`config.mk`:
```
export PLATFORM = sky130hd
export DESIGN_NAME = alu_op_sequencer
export DESIGN_NICKNAME = d
export VERILOG_FILES = /design/src/rtl/alu_op_sequencer_pkg.sv /design/src/rtl/alu_op_sequencer_regfile_4x8.sv /design/src/rtl/alu_op_sequencer.sv
export SDC_FILE = /design/constraint.sdc
export NUM_CORES = 1
export LEC_CHECK = 0
export CAP_MARGIN = 20
export CORE_MARGIN = 4
export CORE_UTILIZATION = 48
export CTS_BUF_LIST = sky130_fd_sc_hd__clkbuf_2 sky130_fd_sc_hd__clkbuf_4 sky130_fd_sc_hd__clkbuf_8
export DETAILED_ROUTE_END_ITERATION = 6
export GPL_TIMING_DRIVEN = 0
export PLACE_DENSITY = 0.79
export SYNTH_ARGS = -nofsm -noshare
export SYNTH_HDL_FRONTEND = slang
export SYNTH_SLANG_ARGS = --single-unit
```
`constraint.sdc`:
```
create_clock -name clk -period 1.4 [get_ports clk]
set_input_delay 0.28 -clock clk [delete_from_list [all_inputs] [get_ports clk]]
set_output_delay 0.28 -clock clk [all_outputs]
set_load 0.02 [all_outputs]
```
`src/rtl/alu_op_sequencer_pkg.sv`:
```
// Shared definitions for the ALU operation sequencer.
// Contents:
//   alu_op_e     : ALU opSel encoding (add, sub, and, or, pass a, shl, shr, xor)
//   seq_state_e  : sequencer FSM state encoding (IDLE, EXEC, WB)
//   FLAG_*       : bit positions of {zero, carry, negative, overflow} in the
//                  4-bit flag vector
package alu_op_sequencer_pkg;

  typedef enum logic [2:0] {
    OP_ADD = 3'd0,
    OP_SUB = 3'd1,
    OP_AND = 3'd2,
    OP_OR  = 3'd3,
    OP_PSA = 3'd4,
    OP_SHL = 3'd5,
    OP_SHR = 3'd6,
    OP_XOR = 3'd7
  } alu_op_e;

  typedef enum logic [1:0] {
    ST_IDLE = 2'd0,
    ST_EXEC = 2'd1,
    ST_WB   = 2'd2
  } seq_state_e;

  localparam int unsigned FLAG_Z = 3;
  localparam int unsigned FLAG_C = 2;
  localparam int unsigned FLAG_N = 1;
  localparam int unsigned FLAG_V = 0;

endpackage

```
`src/rtl/alu_op_sequencer_regfile_4x8.sv`:
```
// Small register file for the ALU sequencer.
// Two asynchronous read ports, one synchronous write port and an
// asynchronous active-low clear of every entry.
// Ports:
//   clk, rst_n            : clock, async active-low clear
//   rd_addr_a / rd_data_a : read port A
//   rd_addr_b / rd_data_b : read port B
//   wr_en, wr_addr, wr_data : write port, written on the rising clock edge
module regfile_4x8 #(
  parameter int unsigned DATA_W = 8,
  parameter int unsigned NREGS  = 4,
  localparam int unsigned AW    = (NREGS > 1) ? $clog2(NREGS) : 1
) (
  input  logic              clk,
  input  logic              rst_n,
  input  logic [AW-1:0]     rd_addr_a,
  output logic [DATA_W-1:0] rd_data_a,
  input  logic [AW-1:0]     rd_addr_b,
  output logic [DATA_W-1:0] rd_data_b,
  input  logic              wr_en,
  input  logic [AW-1:0]     wr_addr,
  input  logic [DATA_W-1:0] wr_data
);

  logic [DATA_W-1:0] mem_q [NREGS];
  logic [DATA_W-1:0] mem_d [NREGS];

  always_comb begin
    mem_d = mem_q;
    if (wr_en) begin
      mem_d[wr_addr] = wr_data;
    end
  end

  always_ff @(posedge clk or negedge rst_n) begin
    if (!rst_n) begin
      for (int unsigned i = 0; i < NREGS; i++) begin
        mem_q[i] <= '0;
      end
    end else begin
      for (int unsigned i = 0; i < NREGS; i++) begin
        mem_q[i] <= mem_d[i];
      end
    end
  end

  assign rd_data_a = mem_q[rd_addr_a];
  assign rd_data_b = mem_q[rd_addr_b];

endmodule

```
`src/rtl/alu_op_sequencer.sv`:
```
// Multi-cycle control/register stage around an external 8-bit combinational ALU.
// One command is accepted per valid/ready handshake; operands come from the
// internal register file (or an immediate for b), the ALU result is captured,
// written back to the register file and the flags are held in a sticky register.
// Sequence: IDLE (accept) -> EXEC (ALU settles, capture) -> WB (done, write).
// Ports:
//   clk, rst_n        : clock, async active-low reset
//   cmd_*             : command handshake and fields (sampled on accept only)
//   alu_a/alu_b/alu_opSel : registered ALU inputs
//   alu_result, alu_*F    : ALU outputs
//   flags             : {Z,C,N,V} of the last completed command
//   done, wb_data     : completion pulse and its result
module alu_op_sequencer
  import alu_op_sequencer_pkg::*;
#(
  parameter int unsigned DATA_W = 8,
  parameter int unsigned NREGS  = 4,
  localparam int unsigned AW    = (NREGS > 1) ? $clog2(NREGS) : 1
) (
  input  logic              clk,
  input  logic              rst_n,
  input  logic              cmd_valid,
  output logic              cmd_ready,
  input  logic [2:0]        cmd_op,
  input  logic [AW-1:0]     cmd_rd,
  input  logic [AW-1:0]     cmd_ra,
  input  logic [AW-1:0]     cmd_rb,
  input  logic              cmd_use_imm,
  input  logic [DATA_W-1:0] cmd_imm,
  input  logic              cmd_no_wb,
  output logic [DATA_W-1:0] alu_a,
  output logic [DATA_W-1:0] alu_b,
  output logic [2:0]        alu_opSel,
  input  logic [DATA_W-1:0] alu_result,
  input  logic              alu_zeroF,
  input  logic              alu_carryF,
  input  logic              alu_negativeF,
  input  logic              alu_overflowF,
  output logic [3:0]        flags,
  output logic              done,
  output logic [DATA_W-1:0] wb_data
);

  seq_state_e        state_q, state_d;
  logic              started_q, started_d;
  logic [DATA_W-1:0] alu_a_q, alu_a_d;
  logic [DATA_W-1:0] alu_b_q, alu_b_d;
  alu_op_e           alu_op_q, alu_op_d;
  logic [AW-1:0]     rd_q, rd_d;
  logic              no_wb_q, no_wb_d;
  logic [DATA_W-1:0] wb_data_q, wb_data_d;
  logic [3:0]        pend_flags_q, pend_flags_d;
  logic [3:0]        flags_q, flags_d;

  logic [DATA_W-1:0] rf_data_a;
  logic [DATA_W-1:0] rf_data_b;
  logic              rf_we;

  regfile_4x8 #(
    .DATA_W (DATA_W),
    .NREGS  (NREGS)
  ) u_regfile (
    .clk       (clk),
    .rst_n     (rst_n),
    .rd_addr_a (cmd_ra),
    .rd_data_a (rf_data_a),
    .rd_addr_b (cmd_rb),
    .rd_data_b (rf_data_b),
    .wr_en     (rf_we),
    .wr_addr   (rd_q),
    .wr_data   (wb_data_q)
  );

  always_comb begin
    state_d      = state_q;
    started_d    = 1'b1;
    alu_a_d      = alu_a_q;
    alu_b_d      = alu_b_q;
    alu_op_d     = alu_op_q;
    rd_d         = rd_q;
    no_wb_d      = no_wb_q;
    wb_data_d    = wb_data_q;
    pend_flags_d = pend_flags_q;
    flags_d      = flags_q;
    rf_we        = 1'b0;
    // started_q holds ready low during reset and for the first edge after it,
    // since state_q already reads IDLE while rst_n is low.
    cmd_ready    = started_q && (state_q == ST_IDLE);
    done         = (state_q == ST_WB);

    unique case (state_q)
      ST_IDLE: begin
        if (cmd_valid && cmd_ready) begin
          alu_a_d  = rf_data_a;
          alu_b_d  = cmd_use_imm ? cmd_imm : rf_data_b;
          alu_op_d = alu_op_e'(cmd_op);
          rd_d     = cmd_rd;
          no_wb_d  = cmd_no_wb;
          state_d  = ST_EXEC;
        end
      end
      ST_EXEC: begin
        wb_data_d            = alu_result;
        pend_flags_d[FLAG_Z] = alu_zeroF;
        pend_flags_d[FLAG_C] = alu_carryF;
        pend_flags_d[FLAG_N] = alu_negativeF;
        pend_flags_d[FLAG_V] = alu_overflowF;
        state_d              = ST_WB;
      end
      ST_WB: begin
        flags_d = pend_flags_q;
        rf_we   = !no_wb_q;
        state_d = ST_IDLE;
      end
      default: begin
        state_d = ST_IDLE;
      end
    endcase
  end

  always_ff @(posedge clk or negedge rst_n) begin
    if (!rst_n) begin
      state_q      <= ST_IDLE;
      started_q    <= 1'b0;
      alu_a_q      <= '0;
      alu_b_q      <= '0;
      alu_op_q     <= OP_ADD;
      rd_q         <= '0;
      no_wb_q      <= 1'b0;
      wb_data_q    <= '0;
      pend_flags_q <= '0;
      flags_q      <= '0;
    end else begin
      state_q      <= state_d;
      started_q    <= started_d;
      alu_a_q      <= alu_a_d;
      alu_b_q      <= alu_b_d;
      alu_op_q     <= alu_op_d;
      rd_q         <= rd_d;
      no_wb_q      <= no_wb_d;
      wb_data_q    <= wb_data_d;
      pend_flags_q <= pend_flags_d;
      flags_q      <= flags_d;
    end
  end

  assign alu_a     = alu_a_q;
  assign alu_b     = alu_b_q;
  assign alu_opSel = alu_op_q;
  assign wb_data   = wb_data_q;
  assign flags     = flags_q;

endmodule

```
Fig. 1: where the registers sit
(4 px per µm) Other sequential cells in the stronger gray, the rest of the logic in the fainter gray.
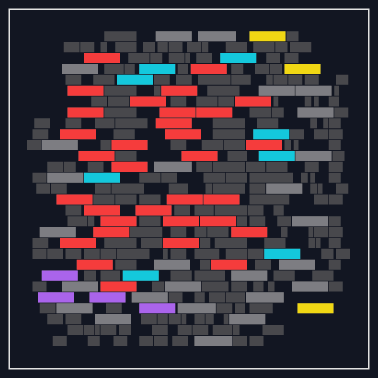
legend:
  alu_a:
    color: cyan
    sequential_cells: 8
  pend_flags_q:
    color: purple
    sequential_cells: 4
    where: lower left
  u_regfile.mem_q:
    color: red
    sequential_cells: 32
  alu_opSel:
    color: yellow
    sequential_cells: 3
power of the sequential group: 3.48 mW
Storage cell area: 1830 µm²
core utilization of the finished layout: 0.683
fraction of area in registers: 0.420

Fig. 2: met3 routing
(6 px per µm)
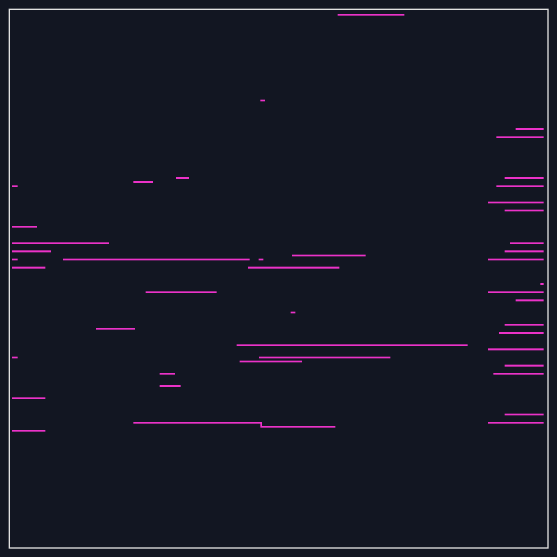
wire length on this layer: 372 µm
longest straight run: 38.2 µm
nets with wire on the layer: 39
main direction: horizontal
share of all routed wire: 5.3%
number of vias in the routed layout: 1966
met3 capacity usage during global routing: 0.0332
wire length reported by the detailed router: 6.98 mm

==> changes_impl.md <==
## Implementation

* Most common library cells after synthesis: sky130_fd_sc_hd__dfrtp_1 (73), sky130_fd_sc_hd__mux2_2 (62), sky130_fd_sc_hd__mux4_2 (16)
* Share of the synthesized area in the top cell type at 0.573
* Worst setup path start: no_wb_q$_DFFE_PN0P_
* Final worst slack at -0.123 ns
* Ys async rst share at 1.00
* Largest stage delay on the critical path at 0.41 ns
* Layout overhead on the synthesized area at 36.7%
* CTS Sinks at 73
* Family with the most delay on the worst path: flip-flops
* Logic share of the area at 0.330
* Area of the mapped netlist at 3190 µm²
* Met2 routing resource usage after global routing at 0.318
* Hold buffer count at cts at 0
* Number of cells on the worst reg-to-reg path at 4
* Number of top-level design ports at 67
* XOR Share, Synth at 0
* CTS tree: done
* Required @ worst endpoint at 1.62 ns
* Sequential cell count at 73
* Worst setup SP type: flop
* Yosys Warn Count at 0
* Inverters excl. clock at 2
* Core box area at 6390 µm²
* Switching power at 2.32 mW
* Register name with the most flops: u_regfile.mem_q
* Launching point of the worst reg2reg path: no_wb_q$_DFFE_PN0P_
* Top logic cells by instance count in the layout: sky130_fd_sc_hd__dfrtp_1 (68), sky130_fd_sc_hd__mux2_2 (33), sky130_fd_sc_hd__mux2_4 (29)
* Number of rows in the core area at 29
* Count of placed standard cells including taps at 336
* Final count of hold timing violations at 0
* Most frequent logic cell in the layout: sky130_fd_sc_hd__dfrtp_1
* Largest fanout on the critical path at 4
* Number of flip-flops under the largest register name at 32
* R2R Setup Slk at -0.12 ns
* Min Tclk post-route at 1.52 ns
* Gate count after technology mapping at 198
* Fraction of power consumed by the clock network at 0.214
* Signal arrival time at the worst endpoint at 1.74 ns
* Leakage dissipation at 1.98 nW
* Number of standard cells reported by yosys at 198
* Multiplexer fraction of the synthesized cell area at 0.357
* Clock network share of area at 0.0459
* Adder and majority gate portion of the synthesized area at 0
* Share of the clock period used by the worst path at 1.09
* Worst-path clk slew at 0.07 ns
* Clk power at 1.65 mW
* DRT met1 WL at 2.85 mm
* Violations in the final reports: negative setup slack
* Vias in the first global route at 2115
* DRC violation total after the first TritonRoute iteration at 108
* Part of the total power dissipated in sequential elements at 0.451
* Final RePlAce weighted congestion at 0.721
* Synthesis area per yosys at 3190 µm²
* Main area contributors after synthesis: sky130_fd_sc_hd__dfrtp_1 (57%), sky130_fd_sc_hd__mux2_2 (22%), sky130_fd_sc_hd__mux4_2 (11%), sky130_fd_sc_hd__mux2i_1 (2.5%), sky130_fd_sc_hd__a21oi_1 (1.3%)
* Actual slew at the worst max-slew pin at 0.906 ns
* Final non-filler cell area at 4360 µm²
* Buffer share of cell area at 0.180
* Global route hottest layer: met2
* Clock Tree Buf Depth at 2
* Crit path depth at 4
* Area taken by multi-input logic gates at 1440 µm²
* Final hold slack at 0.0766 ns
* Via/cell ratio at 5.40
* Aggregate negative setup slack at -3.80 ns
* Endpoint of the worst setup timing path: u_regfile.mem_q[25]$_DFFE_PN0P_
* Place WS at -0.418 ns
* Setup repair after global routing missed its margin: true
* Buffer cell driving the clock tree root: sky130_fd_sc_hd__clkbuf_8
* Status: finished with violations
* Antenna viol nets, final at 0
* Drt pass-1 iters at 4
* Internal power at 5.39 mW
* Power per cell area at 1770 nW/µm²
* Fin. max-slew vios at 0
* Tapcells at 77
* Clock buffer count in the final layout at 13
* Share of power burned in combinational logic at 0.335
* HP Class: input pin to asynchronous set/reset pin
* Count of final setup violators at 54
* Cells traversed along the worst timing path: buf_4 -> nor4_4 -> buf_6 -> mux2_4
* I/O Buffers at 61
* Met2 layer wire length in the routed design at 3.64 mm
* Resized Gates After CTS at 95
* Combinational logic power at 2.58 mW
* Share of the yosys chip area belonging to registers at 0.573
* Logic family by area: multiplexers
* Overall power consumption at 7.71 mW
* Number of CTS-inserted buffers at 9
* Average footprint of a synthesized cell at 16.1 µm²
* Number of max-cap violations at 0
* Overall die area at 8020 µm²
* Maximum frequency from static timing analysis at 657 MHz
* Switching fraction of total power at 0.301
* Biggest cell category by area in the final layout: registers
* CP max stage cell: sky130_fd_sc_hd__dfrtp_1
* Simple share at 0.0369
* Number of fill cells at 456
* Maximum level of the CTS H-tree at 3
* Post-synth tally of flip-flops with integrated enable at 0
* Half-perimeter wire length of the detailed placement result at 4.55 mm
Fig. 3: wire density map
(4 px per µm) The die is cut into 18 by 18 equal tiles; black is low, pale yellow is high, scaled to the fullest tile. Values are wire area over tile area, all layers added.
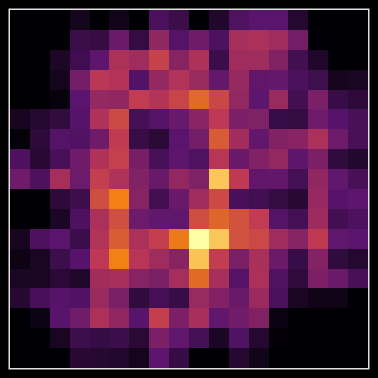
fullest tile: 0.54
emptiest ninth of the die: lower right
densest ninth of the die: center
average routed wire per standard cell: 19.2 µm
overall global routing resource usage: 0.187

Fig. 4: clock routing
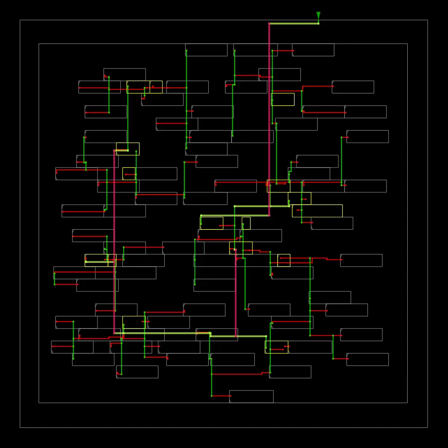
clock latency reported for the late side of the worst-skew pair: 0.34 ns
post-route clock skew: 0.00783 ns

Power figures rest on the tool's default switching activity, not on a simulated workload.
